===== config.mk =====
export PLATFORM = sky130hd
export DESIGN_NAME = mem_access_unit
export DESIGN_NICKNAME = d
export VERILOG_FILES = /design/src/rtl/mem_access_unit_pkg.sv /design/src/rtl/mem_access_unit_byte_lane_fmt.sv /design/src/rtl/mem_access_unit.sv
export SDC_FILE = /design/constraint.sdc
export NUM_CORES = 1
export LEC_CHECK = 0
export CORE_MARGIN = 3
export CORE_UTILIZATION = 52
export DETAILED_ROUTE_END_ITERATION = 8
export GPL_TIMING_DRIVEN = 0
export HOLD_SLACK_MARGIN = 0.06
export PLACE_DENSITY_LB_ADDON = 0.05
export SYNTH_ARGS = -nofsm -noshare
export SYNTH_HDL_FRONTEND = slang
export SYNTH_HIERARCHICAL = 1
export SYNTH_SLANG_ARGS = --single-unit

===== constraint.sdc =====
create_clock -name clk -period 5.2 [get_ports clk]
set_input_delay 1.04 -clock clk [delete_from_list [all_inputs] [get_ports clk]]
set_output_delay 1.04 -clock clk [all_outputs]
set_load 0.02 [all_outputs]

===== src/rtl/mem_access_unit_pkg.sv =====
// Shared types for the load/store engine: FSM states and the data-memory
// request/response bundles.
package mem_access_unit_pkg;

  typedef enum logic [1:0] {
    IDLE = 2'd0,
    REQ  = 2'd1,
    WAIT = 2'd2,
    DONE = 2'd3
  } mem_state_e;

  typedef struct packed {
    logic        v;
    logic        w;
    logic [31:0] addr;
    logic [31:0] wdata;
    logic [3:0]  mask;
  } dmem_req_s;

  typedef struct packed {
    logic        v;
    logic [31:0] data;
  } dmem_resp_s;

  function automatic logic [31:0] word_align(input logic [31:0] a);
    return {a[31:2], 2'b00};
  endfunction

endpackage


===== src/rtl/mem_access_unit_byte_lane_fmt.sv =====
// Little-endian byte-lane formatting: store replicate/mask and load lane
// select with zero extension. Purely combinational.
module byte_lane_fmt (
  input  logic        is_load_i,
  input  logic        is_byte_i,
  input  logic [1:0]  lane_i,
  input  logic [31:0] store_data_i,
  input  logic [31:0] resp_data_i,
  output logic [31:0] wdata_o,
  output logic [3:0]  mask_o,
  output logic [31:0] load_data_o
);

  logic [7:0] lane_byte;

  always_comb begin
    lane_byte = resp_data_i[7:0];
    case (lane_i)
      2'd0: lane_byte = resp_data_i[7:0];
      2'd1: lane_byte = resp_data_i[15:8];
      2'd2: lane_byte = resp_data_i[23:16];
      2'd3: lane_byte = resp_data_i[31:24];
      default: lane_byte = resp_data_i[7:0];
    endcase
  end

  always_comb begin
    wdata_o     = is_byte_i ? {4{store_data_i[7:0]}} : store_data_i;
    load_data_o = is_byte_i ? {24'b0, lane_byte} : resp_data_i;
    if (is_load_i)      mask_o = 4'b0000;
    else if (is_byte_i) mask_o = 4'b0001 << lane_i;
    else                mask_o = 4'b1111;
  end

endmodule


===== src/rtl/mem_access_unit.sv =====
// Load/store engine: stalls the pipeline while a dmem access runs and
// returns zero-extended load data for writeback.
// state | meaning
// IDLE  | no access; stall follows mem_op_v_i
// REQ   | request held on dmem until yumi
// WAIT  | load accepted, waiting for response or timeout
// DONE  | one-cycle completion pulse, pipeline advances
module mem_access_unit
  import mem_access_unit_pkg::*;
#(
  parameter int unsigned TIMEOUT_CYC = 255
) (
  input  logic        clk,
  input  logic        reset,
  input  logic        mem_op_v_i,
  input  logic        is_load_i,
  input  logic        is_byte_i,
  input  logic [31:0] addr_i,
  input  logic [31:0] store_data_i,
  output logic        stall_o,
  output logic        done_o,
  output logic        err_o,
  output logic        wb_v_o,
  output logic [31:0] wb_data_o,
  output logic        dmem_v_o,
  output logic        dmem_w_o,
  output logic [31:0] dmem_addr_o,
  output logic [31:0] dmem_wdata_o,
  output logic [3:0]  dmem_mask_o,
  input  logic        dmem_yumi_i,
  input  logic        dmem_resp_v_i,
  input  logic [31:0] dmem_resp_data_i
);

  localparam logic [31:0] TIMEOUT_LIM = 32'(TIMEOUT_CYC);

  mem_state_e  state_q;
  logic        load_q, byte_q, err_q;
  logic [31:0] addr_q, sdata_q, wb_data_q, cnt_q, cnt_d;
  logic [31:0] fmt_wdata, fmt_load;
  logic [3:0]  fmt_mask;
  dmem_req_s   req;
  dmem_resp_s  resp;

  assign resp  = '{v: dmem_resp_v_i, data: dmem_resp_data_i};
  assign cnt_d = cnt_q + 32'd1;

  byte_lane_fmt u_fmt (
    .is_load_i    (load_q),
    .is_byte_i    (byte_q),
    .lane_i       (addr_q[1:0]),
    .store_data_i (sdata_q),
    .resp_data_i  (resp.data),
    .wdata_o      (fmt_wdata),
    .mask_o       (fmt_mask),
    .load_data_o  (fmt_load)
  );

  always_ff @(posedge clk) begin
    if (reset) begin
      state_q   <= IDLE;
      load_q    <= 1'b0;
      byte_q    <= 1'b0;
      err_q     <= 1'b0;
      addr_q    <= '0;
      sdata_q   <= '0;
      wb_data_q <= '0;
      cnt_q     <= '0;
    end else begin
      case (state_q)
        IDLE: if (mem_op_v_i) begin
          load_q  <= is_load_i;
          byte_q  <= is_byte_i;
          addr_q  <= addr_i;
          sdata_q <= store_data_i;
          // Misaligned word ops complete with an error and never touch dmem.
          if (!is_byte_i && addr_i[1:0] != 2'b00) begin
            err_q   <= 1'b1;
            state_q <= DONE;
          end else begin
            err_q   <= 1'b0;
            state_q <= REQ;
          end
        end
        REQ: if (dmem_yumi_i) begin
          if (load_q) begin
            cnt_q   <= '0;
            state_q <= WAIT;
          end else begin
            state_q <= DONE;
          end
        end
        WAIT: begin
          cnt_q <= cnt_d;
          if (resp.v) begin
            wb_data_q <= fmt_load;
            state_q   <= DONE;
          end else if (cnt_d == TIMEOUT_LIM) begin
            err_q   <= 1'b1;
            state_q <= DONE;
          end
        end
        DONE:    state_q <= IDLE;
        default: state_q <= IDLE;
      endcase
    end
  end

  always_comb begin
    req       = '0;
    req.v     = (state_q == REQ);
    req.w     = req.v & ~load_q;
    req.addr  = req.v ? word_align(addr_q) : '0;
    req.wdata = req.v ? fmt_wdata : '0;
    req.mask  = req.v ? fmt_mask : '0;
  end

  assign dmem_v_o     = req.v;
  assign dmem_w_o     = req.w;
  assign dmem_addr_o  = req.addr;
  assign dmem_wdata_o = req.wdata;
  assign dmem_mask_o  = req.mask;

  assign stall_o   = (state_q == IDLE) ? mem_op_v_i : (state_q == REQ || state_q == WAIT);
  assign done_o    = (state_q == DONE);
  assign err_o     = done_o & err_q;
  assign wb_v_o    = done_o & load_q & ~err_q;
  assign wb_data_o = wb_data_q;

endmodule


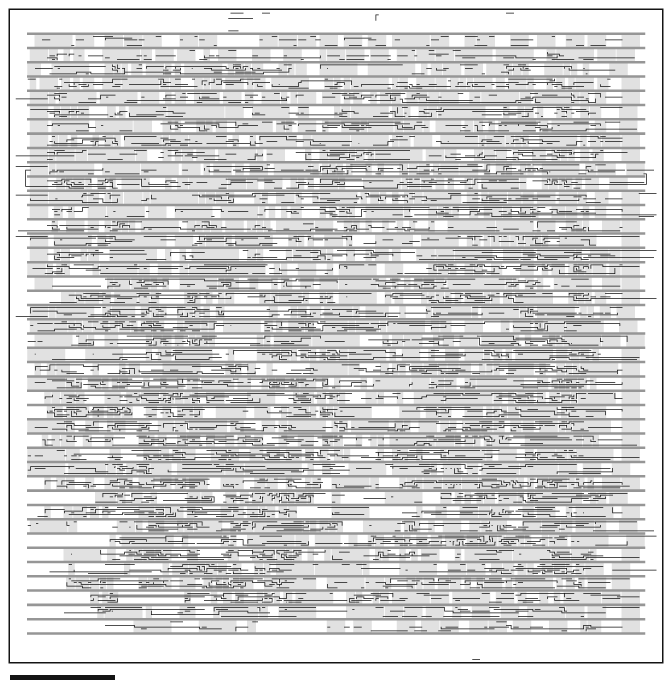
Figure 1: run 1, signal wires on met1.
Scale bar: 20 µm. Supply wires on this layer in grey.
The layer holds 42% of the routed length. The longest straight run is 38.6 µm.
via count: 7847
M1 GR Usage: 38.73%
aggregate routed wire length: 23.41 mm

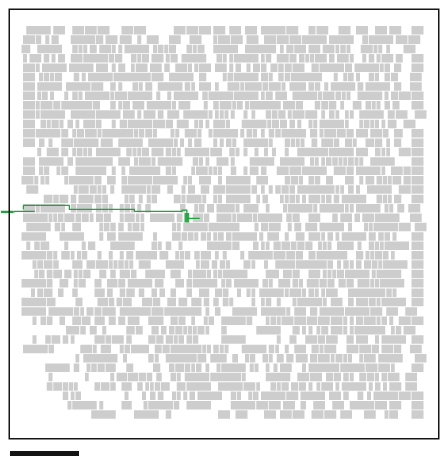
Figure 2: run 1, port wiring.
Scale bar: 20 µm.
Key: green = dmem_w_o [bits 1, direction output, end cells 1, buffers 1, wire 62.7 µm]

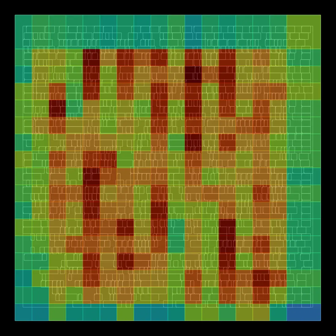
Figure 3: run 1, routing congestion.
utilization of the core after routing: 75.93%
GRT met2 Usage: 48.18%
global-route total usage across every layer: 30.12%

==> out/metrics.cfg, run 1 <==
[detailed_routing]
drt_drc_violations_left=0
drt-met1-wl_mm=9.769
drt-wirelength-per-cell_um=16.29
dr_wl_met3_mm=2.048

[hold_path]
hold_class=flop to flop

[synth]
edf_count=0
synth-adder-area-share_pct=1.034
numSynthFlops=133
topCombFamilyByArea=simple AND/OR/NAND/NOR gates

[cells_and_area]
nFillCells=1093
layout-area-overhead-vs-synth_pct=40.64
seq_area_um2=2663
nClkBuffers=21
layout.cells.largest_class=combinational gates

[flow_run]
tally_of_openroad_warnings=30
drv.max_cap_violation_count=0

[pwr]
comb_power_share_pct=34.8
vdd_drop_max_mv=0.3340
report.power.total_mw=3.992
p_sw_share_pct=34.73

[clocking]
clk_transition_reported_paths_ns=0.06

[die]
core_um2=13450
initial_core_util_pct=53.99

[worst_setup_path]
setup.worst_path.class=input port to output pin

[placed_design]
gp_congestion=0.9416

[outcome]
status=complete, no violations

[timing]
max_clock_freq_mhz=243.5

==> run 1: layout by cell type, fill, tap and decap left out, types with 3 or more instances in the layout <==
cell	instances
nand2_1	236
clkdlybuf4s50_1	205
a21oi_1	138
dfxtp_1	133
and2_1	71
nor2_1	64
clkbuf_1	55
inv_1	44
o21ai_0	40
nor2b_1	33
nor3_1	26
nand4_1	18
a21o_1	17
clkbuf_16	17
nand3_1	16
buf_4	15
buf_2	9
mux2i_1	9
and3_1	8
a222oi_1	8
buf_1	7
xnor2_1	7
ha_1	6
and4_1	5
bufinv_16	5
or3_1	4
or4_1	4
a31oi_1	4
clkbuf_8	4
nor4_1	3
a211oi_1	3
xor2_1	3
clkinvlp_4	3
==> run 1: flip-flops by register name, indices dropped and copies added (netlist names) <==
signal and count:
addr_q 32, byte_q 1, cnt_q 32, err_q 1
load_q 1, sdata_q 32, state_q 2, wb_data_o 32
==> run 1: path summary, 6_finish.rpt <==
kind,start,to,cells past startpoint
min reg2reg,addr_q[7],addr_q[7],2
max reg2reg,cnt_q[0],state_q[0],9
min,addr_q[7],addr_q[7],2
max,mem_op_v_i,stall_o,6
==> run 1: logic make-up (layout without fill, tap and decap cells) <==
family / count (synthesis) / count (layout)
other cells: 1 / 2
compound gates: 226 / 226
fa+ha+maj: 6 / 6
mux: 11 / 11
buf+inv: 133 / 370
simple gates: 503 / 503
xor+xnor: 10 / 10
flops: 133 / 133
==> run 1: worst max-delay path, stage by stage <==
cell and delay (ns):
clkdlybuf4s50_1 0.50, and2_1 0.13, clkbuf_1 0.15, clkbuf_1 0.46, a21o_1 0.14, clkdlybuf4s50_1 0.65
Figure 4. Register map, names as in the netlist (run 1).
Scale bar: 20 µm. Other sequential cells in the stronger grey, the rest of the logic in the fainter grey.
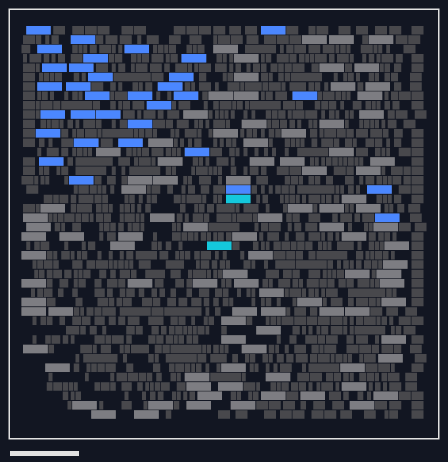

==> inputs of run 2 (changes only) <==
--- a/config.mk
+++ b/config.mk
@@ -6,7 +6,7 @@
 export NUM_CORES = 1
 export LEC_CHECK = 0
 export CORE_MARGIN = 3
-export CORE_UTILIZATION = 52
+export CORE_UTILIZATION = 48
 export DETAILED_ROUTE_END_ITERATION = 8
 export GPL_TIMING_DRIVEN = 0
 export HOLD_SLACK_MARGIN = 0.06
==> constraint.sdc (replaced) <==
create_clock -name clk -period 4.1 [get_ports clk]
set_input_delay 0.82 -clock clk [delete_from_list [all_inputs] [get_ports clk]]
set_output_delay 0.82 -clock clk [all_outputs]
set_load 0.02 [all_outputs]
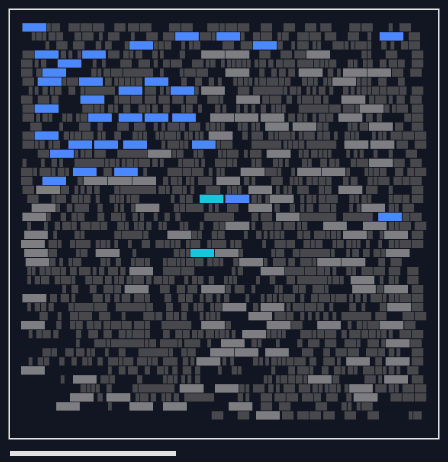
Figure 5: run 2, register map, names as in the netlist.
Scale bar: 50 µm. Other sequential cells in the stronger grey, the rest of the logic in the fainter grey.
Key: cyan = state_q [placed flops 2]; blue = addr_q [placed flops 32]
flip-flop and latch area: 2663 µm²
power dissipated in sequential cells: 1.57 mW
utilization of the core after routing: 69.26%
proportion of cell area occupied by registers: 26.25%

==> run 2 against run 1 <==
Net effect:
- final cell count grew 0.56%
- clock-buffer cell count is 1 higher
- die size rose by 7.9%
- global-route usage is 3.0 points lower
- flip-flop count unchanged
- via count is 2.4% lower
- highest routed layer unchanged
==> out/metrics.cfg, run 2 <==
[outcome]
status=complete, no violations

[hold_path]
hold_class=flop to flop
hold_depth=2  ; unchanged
holdPathEnd=addr_q[4]

[synth]
edf_count=0  ; unchanged
numSynthFlops=133  ; unchanged
synth-adder-area-share_pct=1.034  ; unchanged

[pwr]
report.power.total_mw=4.859  ; +22%
vdd_drop_max_mv=0.3108  ; -6.9%
p_sw_share_pct=35.37  ; +0.64 points

[die]
core_um2=14640  ; +8.9%
initial_core_util_pct=49.60  ; -4.4 points

[worst_setup_path]
rr_startpoint=cnt_q[0]
setup.worst_path.class=flop to output pin
r2r_end=state_q[0]

[flow_run]
tally_of_openroad_warnings=30  ; unchanged
drv.max_cap_violation_count=0  ; unchanged

[detailed_routing]
drt-wirelength-per-cell_um=15.86  ; -2.7%
drt_wl_total_mm=22.91  ; -2.1%
routed-via-count=7658  ; -2.4%
drt_drc_violations_left=0  ; unchanged

[cells_and_area]
layout-area-overhead-vs-synth_pct=39.64
nFillCells=1291  ; +18%
final_cell_mix=nand2_1 (236), clkdlybuf4s50_1 (205), a21oi_1 (138)

[clocking]
clk_transition_reported_paths_ns=0.05  ; about the same

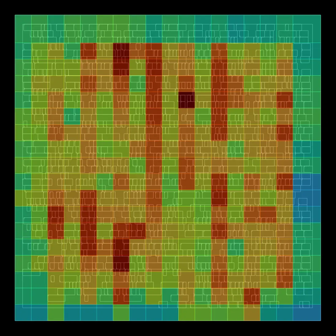
Figure 6: run 2, routing congestion.
global-route total usage across every layer: 27.11%
met3 GRT Util: 5.812%

[run 2: cell count changes in the layout (fill, tap and decap cells not counted)]
cell        previous run  this run
clkbuf_1              55        58
inv_6                  1         0
clkinvlp_4             3         0
clkinv_2               1         6
clkbuf_8               4         2
bufinv_16              5         3
[run 2: worst max path at each step]
| stage | start | end | slack (ns) | depth (start not counted) |
|---|---|---|---|---|
| detailed placement | mem_op_v_i | stall_o | 0.50 | 6 |
| global route | state_q[1] | dmem_wdata_o[0] | 0.21 | 6 |
| CTS | state_q[1] | dmem_wdata_o[0] | 0.37 | 6 |
| finish | state_q[1] | dmem_wdata_o[0] | 0.44 | 6 |
| floorplan | mem_op_v_i | stall_o | 1.74 | 4 |
| global placement | mem_op_v_i | stall_o | 0.49 | 6 |
[run 2: area by class of cell]
class	instances	area share, %
Buffer	89	4.120
Clock buffer	22	4.577
Clock inverter	10	1.271
Inverter	44	1.628
Multi-Input combinational cell	758	39.65
Sequential cell	133	26.25
Tap cell	184	2.270
Timing Repair Buffer	205	20.23
[run 2: power groups by stage]
stage	clock, mW	combinational [mW]	sequential [mW]
2_1_floorplan	0	1.03	1.61
3_3_place_gp	0	1.73	1.59
3_5_place_dp	0	1.74	1.60
4_1_cts	1.56	1.75	1.57
5_1_grt	1.62	1.91	1.60
6_report	1.54	1.75	1.57
[run 2: worst max-delay path, cell delays in order, from the launching register on]
cell             delay [ns]
dfxtp_1                0.33
inv_1                  0.13
ha_1                   0.29
buf_1                  0.41
clkbuf_1               0.41
and2_1                 0.23
clkdlybuf4s50_1        0.61
[run 2: layer usage]
layer | GRT usage (%) | routed length, µm | part of all wire [%]
met1 | 36.51 | 10100 | 44
met2 | 44.12 | 10790 | 47
met3 | 5.812 | 1545 | 6.7
met4 | 7.659 | 473 | 2.1
met5 | 0 | 0 | 0
Power figures rest on the tool's default switching activity, not on a simulated workload.
